### config.mk
export PLATFORM = sky130hd
export DESIGN_NAME = dec_mul_ctrl
export DESIGN_NICKNAME = d
export VERILOG_FILES = /design/src/rtl/dec_mul_ctrl.sv
export SDC_FILE = /design/constraint.sdc
export NUM_CORES = 1
export LEC_CHECK = 0
export CORE_UTILIZATION = 40
export CTS_CLUSTER_SIZE = 24
export DETAILED_ROUTE_END_ITERATION = 8
export PLACE_DENSITY = 0.83
export SLEW_MARGIN = 15
export SYNTH_ARGS = -nofsm -noshare
export SYNTH_HDL_FRONTEND = slang
export SYNTH_SLANG_ARGS = --single-unit
### constraint.sdc
create_clock -name clk -period 2.2 [get_ports clk]
set_input_delay 0.22 -clock clk [delete_from_list [all_inputs] [get_ports clk]]
set_output_delay 0.22 -clock clk [all_outputs]
set_load 0.02 [all_outputs]
### src/rtl/dec_mul_ctrl.sv
// Sequencing controller for a BCD decimal multiplier: walks the multiplier digits,
// then steps the datapath through normalise and round, and holds the result status.
module dec_mul_ctrl #(
  parameter logic [8:0] BIAS = 9'd101,
  parameter int         NDIG = 7
) (
  input  logic        clk,
  input  logic        rst_n,
  input  logic        in_valid,
  output logic        in_ready,
  input  logic [27:0] Ma,
  input  logic [27:0] Mb,
  input  logic [8:0]  Ea,
  input  logic [8:0]  Eb,
  output logic [3:0]  pp_digit,
  output logic        acc_clr,
  output logic        acc_en,
  output logic        norm_en,
  output logic        rnd_en,
  output logic [8:0]  Er_out,
  output logic        underflow_out,
  input  logic        rnd_overflow,
  input  logic        rnd_underflow,
  input  logic        rnd_inexact,
  output logic        out_valid,
  input  logic        out_ready,
  output logic        flag_ovf,
  output logic        flag_unf,
  output logic        flag_inx,
  output logic        res_zero
);

  typedef enum logic [2:0] {IDLE, MULT, NORM, ROUND, DONE} state_t;

  localparam logic [2:0] LAST_DIG = 3'(NDIG - 1);

  state_t      state;
  logic [2:0]  cnt;
  logic [27:0] mb_q;
  logic [27:0] mb_sh;
  logic [9:0]  exp_sum;
  logic [9:0]  exp_diff;
  logic        accept;
  logic        zero_op;

  assign exp_sum  = {1'b0, Ea} + {1'b0, Eb};
  assign exp_diff = exp_sum - {1'b0, BIAS};
  assign zero_op  = (Ma == 28'd0) || (Mb == 28'd0);

  // Outputs decode directly from the state register so reset silences them at once
  assign in_ready  = rst_n && (state == IDLE);
  assign accept    = in_valid && in_ready;
  assign acc_clr   = accept && !zero_op;
  assign mb_sh     = mb_q >> {cnt, 2'b00};
  assign pp_digit  = (state == MULT) ? mb_sh[3:0] : 4'd0;
  assign acc_en    = (state == MULT) && (pp_digit != 4'd0);
  assign norm_en   = (state == NORM);
  assign rnd_en    = (state == ROUND);
  assign out_valid = (state == DONE);

  always_ff @(posedge clk or negedge rst_n) begin
    if (!rst_n) begin
      state         <= IDLE;
      cnt           <= 3'd0;
      mb_q          <= 28'd0;
      Er_out        <= 9'd0;
      underflow_out <= 1'b0;
      flag_ovf      <= 1'b0;
      flag_unf      <= 1'b0;
      flag_inx      <= 1'b0;
      res_zero      <= 1'b0;
    end else begin
      case (state)
        IDLE: begin
          if (accept) begin
            mb_q     <= Mb;
            cnt      <= 3'd0;
            flag_ovf <= 1'b0;
            flag_unf <= 1'b0;
            flag_inx <= 1'b0;
            if (zero_op) begin
              res_zero      <= 1'b1;
              Er_out        <= 9'd0;
              underflow_out <= 1'b0;
              state         <= DONE;
            end else begin
              res_zero      <= 1'b0;
              Er_out        <= exp_diff[8:0];
              underflow_out <= (exp_sum < {1'b0, BIAS});
              state         <= MULT;
            end
          end
        end
        MULT: begin
          // Fixed NDIG iterations; zero digits only suppress acc_en
          if (cnt == LAST_DIG) begin
            cnt   <= 3'd0;
            state <= NORM;
          end else begin
            cnt <= cnt + 3'd1;
          end
        end
        NORM:  state <= ROUND;
        ROUND: begin
          flag_ovf <= rnd_overflow;
          flag_unf <= rnd_underflow;
          flag_inx <= rnd_inexact;
          state    <= DONE;
        end
        DONE: begin
          if (out_ready) state <= IDLE;
        end
        default: state <= IDLE;
      endcase
    end
  end

endmodule

Run 1, power grid:
Bar = 20 um. Pins as bars on the die edge.
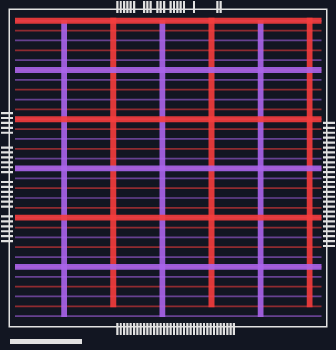
| colour | net |
|---|---|
| purple | VSS |
| red | VDD |
met4 straps: 6
signal pins: 105
rows: 30

Run 1, cell classes on the final placement:
Fill, decap, tap and diode cells in grey.
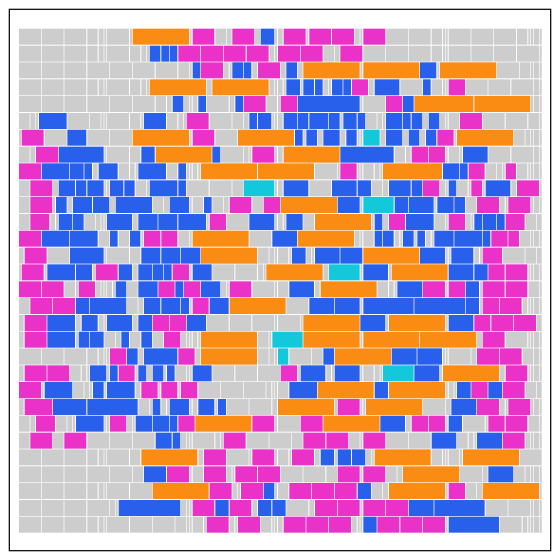
| colour | class | cells | share of their area |
|---|---|---|---|
| magenta | other buffers and delay cells | 147 | 31% |
| cyan | clock drivers and dummy loads | 7 | 1.9% |
| blue | combinational and other logic | 208 | 39% |
| orange | flops | 48 | 28% |

Run 1, routed clock nets over the placement:
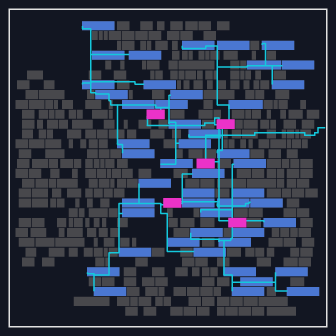
[blue] flip-flops | count: 48
[cyan] clock wires | length: 520 um
[magenta] clock drivers | count: 5
routed clock nets: 6

==> ci_impl_report.md, run 1 <==
## PnR job results

| Metric | Value |
|---|---|
| Crit path arrival time | `2.39 ns` |
| Registers, synthesis | `48` |
| CP Data Required Time | `2.42 ns` |
| Syn-to-layout area delta | `53.4%` |
| Critical path origin | `Ea[1]` |
| PD cells | `1040 mW/mm2` |
| Largest fanout on the critical path | `3` |
| WS Path Type | `input port to register` |
| Detail-routed via count per cell | `5.27` |
| Area of the synthesized netlist per yosys stat | `0.00291 mm2` |
| Final design instance area without fill | `0.00447 mm2` |
| Post-route DRC violation count | `0` |
| Met3 wire length | `322 um` |
| Final std cells w/o fill | `506` |
| Run status | `completed` |
| Boundary pin count | `105` |
| Max-cap viol count | `0` |
| Setup skew after layout | `0.00660 ns` |
| Primary FF master, synth | `sky130_fd_sc_hd__dfrtp_1` |
| Setup slack on the worst flop-to-flop path | `0.31 ns` |
| Cell count in the Yosys report | `267` |
| DR top layer | `met4` |
| Number of placement rows | `30` |
| Total wirelength of the detailed-routed design | `8.08 mm` |
| OpenROAD warnings | `28` |
| Vias in the first global route | `2,864` |
## run 1: cell type report
class | instances | area, um2
fill | 548 | 2440
inverter | 6 | 22.5
timing repair buffer | 147 | 1350
clock buffer | 5 | 68.8
tap | 96 | 120
clock inverter | 2 | 12.5
multi-input combinational | 202 | 1690
sequential | 48 | 1200
## run 1: power groups by stage
stage	Combinational [uW]	Clock, uW	Sequential, uW
6_report	2560	497	1610
5_1_grt	2760	548	1670
4_1_cts	2550	515	1610
3_5_place_dp	2520	0	1610
3_3_place_gp	2440	0	1590
2_1_floorplan	1420	0	1630
## run 1: per-stage QoR
step	power (uW)	setup slack, ns
2_1_floorplan	3040	0.144
3_3_place_gp	4030	-0.321
3_5_place_dp	4130	-0.393
4_1_cts	4680	-0.0595
5_1_grt	4980	-0.0156
6_report	4670	0.0371
## run 1: cells in the mapped netlist, types with 5 or more instances
cell / n / area share
sky130_fd_sc_hd__a21oi_1: 7 / 0.012
sky130_fd_sc_hd__buf_2: 6 / 0.010
sky130_fd_sc_hd__dfrtp_1: 48 / 0.41
sky130_fd_sc_hd__ha_1: 10 / 0.043
sky130_fd_sc_hd__inv_1: 6 / 0.0077
sky130_fd_sc_hd__mux2_1: 23 / 0.089
sky130_fd_sc_hd__mux2_2: 6 / 0.023
sky130_fd_sc_hd__nand2_1: 18 / 0.023
sky130_fd_sc_hd__nand3_1: 9 / 0.015
sky130_fd_sc_hd__nor2_1: 15 / 0.019
sky130_fd_sc_hd__nor4_1: 14 / 0.030
sky130_fd_sc_hd__o21ai_0: 10 / 0.017
sky130_fd_sc_hd__o21ai_1: 6 / 0.010
sky130_fd_sc_hd__xnor2_1: 5 / 0.015
## run 1: state kept, by name, summed over array words and instances, names as in the netlist
name	flops
Er_out	9
cnt	3
flag_inx	1
flag_ovf	1
flag_unf	1
mb_q	28
res_zero	1
state	3
underflow_out	1
## run 1: per-layer routing
layer  vias up  GRT usage
li1       1295          -
met3        18     0.0360
met2        84      0.407
met1      1272      0.259
met5         -          0
met4         0     0.0775
## run 1: cells by family (layout without fill, tap and decap cells)
| group | after synthesis | after routing | synth area share |
|---|---|---|---|
| adder cells (fa/ha/maj) | 11 | 11 | 0.0499 |
| AND-OR/OR-AND | 61 | 61 | 0.170 |
| multiplexers | 37 | 37 | 0.157 |
| flip-flops | 48 | 48 | 0.413 |
| XOR/XNOR | 8 | 8 | 0.0241 |
| AND/OR/NAND/NOR | 85 | 85 | 0.162 |
| buffers and inverters | 17 | 160 | 0.0245 |
## run 1: timing repair
item                                    in CTS  in global routing
pin swaps                                    8                  8
endpoints found under the setup margin      10                  9
resized                                     16                 13
setup buffers                                8                  2
## run 1: critical path: stages
cell and delay [ns]:
sky130_fd_sc_hd__clkdlybuf4s50_1 0.46, sky130_fd_sc_hd__fa_2 0.57, sky130_fd_sc_hd__inv_1 0.05, sky130_fd_sc_hd__ha_2 0.17, sky130_fd_sc_hd__o32a_1 0.19, sky130_fd_sc_hd__o211ai_1 0.16, sky130_fd_sc_hd__nand4_1 0.21, sky130_fd_sc_hd__and2b_4 0.22
sky130_fd_sc_hd__o211ai_2 0.12
==> run 2: changes to the inputs <==
SKIP_CTS_REPAIR_TIMING = 1   (was not set)
Run 2, clock wiring as the flow saved it:
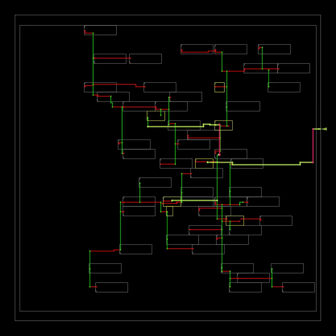
clk sink count: 48
clock buffers created by TritonCTS: 5
FF+latch count: 48
setup skew after layout: 0.00656 ns
Clock Power: 496 uW

==> ci_impl_report.md, run 2 <==
## PnR job results

| Metric | Value |
|---|---|
| Run status | `completed` |
| Area share of xor/xnor cells in the synthesized design | `0.0241 (unchanged)` |
| Syn-to-layout area delta | `52.5%` |
| Setup slack on the worst flop-to-flop path | `0.31 ns (about the same)` |
| CP Data Required Time | `1.98 ns (-0.44 ns)` |
| Post-synthesis cell type with the largest combined area | `sky130_fd_sc_hd__dfrtp_1` |
| Register with the highest flop count | `mb_q` |
| Post-synth top area share | `0.413 (unchanged)` |
| Area of the synthesized netlist per yosys stat | `0.00291 mm2 (unchanged)` |
| Post-route DRC violation count | `0 (unchanged)` |
| WS Path Type | `register to output port` |
| Post-layout total power | `4650 uW (-0.28%)` |
| Max-cap viol count | `0 (unchanged)` |
| Vias in the first global route | `2,799 (-2.3%)` |
| Yosys top cell by instances | `sky130_fd_sc_hd__dfrtp_1` |
| PD cells | `1050 mW/mm2 (+0.37%)` |
| Aoi share | `0.170 (unchanged)` |
| Cell count in the Yosys report | `267 (unchanged)` |
| Number of placement rows | `30 (unchanged)` |
| Total wirelength of the detailed-routed design | `7.94 mm (-1.7%)` |
| Commonest cells in the synthesized netlist | `48 x sky130_fd_sc_hd__dfrtp_1, 23 x sky130_fd_sc_hd__mux2_1, 18 x sky130_fd_sc_hd__nand2_1` |
| Critical path origin | `cnt[0]$_DFFE_PN0P_` |
| OpenROAD warnings | `26 (-7.1%)` |
| Biggest combinational cell group after synthesis | `AND-OR/OR-AND gates` |
| Detail-routed via count per cell | `5.27 (about the same)` |
-- run 2: final cells by class --
cell class / count / area share
Sequential cell: 48 / 0.271
Clock inverter: 2 / 0.00282
Clock buffer: 5 / 0.0155
Tap cell: 96 / 0.0271
Inverter: 6 / 0.00508
Timing Repair Buffer: 142 / 0.301
Multi-Input combinational cell: 202 / 0.378
-- run 2: worst max-delay path by stage --
stage,endpoint,slack (ns),cells after the start
5_1_grt,acc_en,-0.009,6
3_3_place_gp,Er_out[8]$_DFFE_PN0P_,-0.32,10
4_1_cts,acc_en,-0.46,6
6_report,acc_en,0.08,6
2_1_floorplan,Er_out[8]$_DFFE_PN0P_,0.14,8
3_5_place_dp,Er_out[8]$_DFFE_PN0P_,-0.39,10
-- run 2: power by group --
part | internal (uW) | switching (uW) | total [uW]
combinational | 1340 | 1200 | 2540
clock | 215 | 280 | 496
sequential | 1310 | 308 | 1610
total | 2870 | 1790 | 4650
-- run 2: cell families (layout without fill, tap and decap cells) --
group	Yosys count	count (layout)
adder cells (fa/ha/maj)	11	11
multiplexers	37	37
XOR/XNOR	8	8
AND-OR/OR-AND	61	61
buffers and inverters	17	155
flip-flops	48	48
AND/OR/NAND/NOR	85	85
-- run 2: metal layers --
layer / GRT usage / up-vias / share of wire
li1: - / 1285 / -
met1: 0.257 / 1251 / 0.42
met2: 0.406 / 90 / 0.52
met3: 0.0332 / 16 / 0.042
met4: 0.0581 / 0 / 0.024
met5: 0 / - / 0
-- run 2: per-stage QoR --
step / instance area, um2 / hold WS, ns / TNS, ns / cells / worst slack, ns
floorplan: 2920 / -0.0756 / 0 / 267 / 0.144
global placement: 4280 / 0.382 / -1.62 / 489 / -0.321
CTS: 4360 / 0.0611 / -1.99 / 496 / -0.465
detailed placement: 4280 / 0.383 / -2.10 / 489 / -0.393
global route: 4440 / 0.103 / -0.00892 / 501 / -0.00892
finish: 4440 / 0.0382 / 0 / 501 / 0.0773
-- run 2: worst max-delay path: stages (launching register included) --
cell                       delay [ns]
sky130_fd_sc_hd__dfrtp_2         0.49
sky130_fd_sc_hd__mux4_2          0.36
sky130_fd_sc_hd__nor2_1          0.05
sky130_fd_sc_hd__a211oi_2        0.27
sky130_fd_sc_hd__nor2_1          0.08
sky130_fd_sc_hd__a31oi_1         0.17
sky130_fd_sc_hd__buf_2           0.19
==> run 3: changes to the inputs <==
GPL_TIMING_DRIVEN = 0   (was not set)
Run 3, clock wiring as the flow saved it:
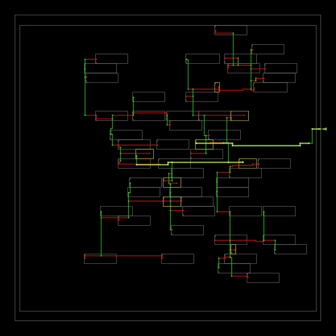
setup skew after layout: 0.00799 ns
Clock Power: 527 uW
clock latency on the worst-skew pair: 0.29 ns
clock buffers: 8

==> ci_impl_report.md, run 3 <==
## PnR job results

| Metric | Value |
|---|---|
| Vias in the first global route | `2,520 (-10%)` |
| Cell count in the Yosys report | `267 (unchanged)` |
| Clk sink count | `48 (unchanged)` |
| PD cells | `1040 mW/mm2 (-0.44%)` |
| Nets | `476` |
| Iteration-0 DRC Markers | `46` |
| Detail-routed via count per cell | `5.25 (-0.42%)` |
| Vertical die dimension | `87.3 um` |
| Area of the synthesized netlist per yosys stat | `0.00291 mm2 (unchanged)` |
| Register with the highest flop count | `mb_q` |
| Max-cap viol count | `0 (unchanged)` |
| Syn-to-layout area delta | `49.5%` |
| Highest Clock Rate | `0.472 GHz` |
| Post-synth top area share | `0.413 (unchanged)` |
| Worst-path cell with the longest stage delay | `sky130_fd_sc_hd__clkdlybuf4s50_1` |
| I/O Buffers | `104` |
| Post-Synthesis Cell Area | `0.00291 mm2` |
| Nature of the critical path endpoint | `output port` |
| Post-Route Utilization | `0.630` |
| Proportion of synthesized flip-flops having asynchronous set or reset | `1.00` |
| Clock edge transition at the registers on the reported setup and hold paths | `0.08 ns` |
| Clock buffers created by TritonCTS | `5 (unchanged)` |
| Total die area | `0.00762 mm2` |
| Max incr delay on CP | `0.67 ns (+0.18 ns)` |
| Post-synthesis cell type with the largest combined area | `sky130_fd_sc_hd__dfrtp_1` |
| Wire length of the first global-routing pass | `11.7 mm` |
| Total wirelength of the detailed-routed design | `7.53 mm (-5.2%)` |
| Commonest cells in the synthesized netlist | `48 x sky130_fd_sc_hd__dfrtp_1, 23 x sky130_fd_sc_hd__mux2_1, 18 x sky130_fd_sc_hd__nand2_1` |
| GRT overflow | `0` |
| WS Path Type | `input port to output port` |
| Largest registers ranked by flip-flop count | `mb_q: 28 flops, Er_out: 9 flops` |
| Yosys top cell by instances | `sky130_fd_sc_hd__dfrtp_1` |
| Total negative slack for setup checks | `0 ns (unchanged)` |
| Crit path arrival time | `1.90 ns` |
| Hold Path Stages | `3` |
| Run status | `completed` |
| Sum of net half-perimeters after detailed placement | `5.89 mm` |
| Post-placement setup slack | `-0.439 ns (-0.0462 ns)` |
| Largest fanout on the critical path | `3` |
| Worst reg-to-reg path cell count | `7` |
| Cells traversed along the worst timing path | `dlygate4sd3_1 > clkbuf_4 > nor4b_4 > clkdlybuf4s50_1` |
| Top cells by area, synth | `sky130_fd_sc_hd__dfrtp_1 41%, sky130_fd_sc_hd__mux2_1 8.9%, sky130_fd_sc_hd__ha_1 4.3%` |
| CP Data Required Time | `1.98 ns (about the same)` |
| Number of placement rows | `30 (unchanged)` |
| OpenROAD warnings | `27 (+3.8%)` |
| Worst slew slack as a fraction of its limit | `0.691` |
| Die span in x | `87.3 um` |
| Worst setup margin | `0.0803 ns (+0.00298 ns)` |
| Post-route DRC violation count | `0 (unchanged)` |
==> run 3: cell types whose count changed in the layout (fill, tap and decap cells not counted), sizes merged <==
cell           delta
clkbuf            +9
clkdlybuf4s50     -3
dlymetal6s2s      +3
clkinvlp          -1
buf              -28
clkinv            -1
dlygate4sd3       +1
==> run 3: report_power, final <==
group / internal, uW / leakage (uW) / switching (uW) / total [uW]
clock network: 257 / 0.0000455 / 271 / 527
registers: 1310 / 0.000585 / 281 / 1590
logic: 1230 / 0.00124 / 1200 / 2430
total: 2790 / 0.00187 / 1750 / 4540
==> run 3: cells by family (layout without fill, tap and decap cells) <==
group | after synthesis | in the layout | synth area share
adders and majority gates | 11 | 11 | 0.0499
muxes | 37 | 37 | 0.157
AOI/OAI and AO/OA | 61 | 61 | 0.170
buffers and inverters | 17 | 135 | 0.0245
DFF | 48 | 48 | 0.413
and+or+nand+nor | 85 | 85 | 0.162
xor gates and xnor gates | 8 | 8 | 0.0241
==> run 3: stage by stage <==
stage	hold slack [ns]	cell area [um2]	cells	power, uW
2_1_floorplan	-0.0756	2920	267	3040
3_3_place_gp	0.465	4080	467	3870
3_5_place_dp	0.294	4100	468	3960
4_1_cts	-0.0200	4190	476	4490
5_1_grt	0.302	4350	481	4830
6_report	0.303	4350	481	4540
==> run 3: layer usage <==
metal  global-route usage  vias up  share of wire
li1                     -     1242              -
met1                0.242     1211           0.42
met2                0.362       71           0.53
met3               0.0303        2          0.050
met4               0.0238        0         0.0027
met5                    0        -              0
==> run 3: area by class of cell <==
type                    count  area [um2]
multi-input cells         202        1710
clock buffers               8        90.1
fillers                   549        2550
plain buffers              10        55.1
flip-flops and latches     48        1200
well taps                  96         120
repair buffers            111        1150
inverters                   6        22.5
==> run 3: final timing paths <==
check / startpoint / end / slack, ns
min: Ea[0] / Er_out[0]$_DFFE_PN0P_ / 0.30
min in group asynchronous: rst_n / mb_q[26]$_DFFE_PN0P_ / 0.47
max in group asynchronous: rst_n / state[1]$_DFFE_PN0P_ / 1.56
max reg2reg: state[0]$_DFFE_PN0P_ / state[2]$_DFFE_PN0P_ / 0.36
min reg2reg: Er_out[0]$_DFFE_PN0P_ / Er_out[0]$_DFFE_PN0P_ / 0.48
max: rst_n / in_ready / 0.08
==> run 3: worst max-delay path: cells and delay by family <==
kind                   cells  cell delay (ns)
AND/OR/NAND/NOR            1             0.30
buffers and inverters      3             1.38
Power and IR drop assume default switching activity.
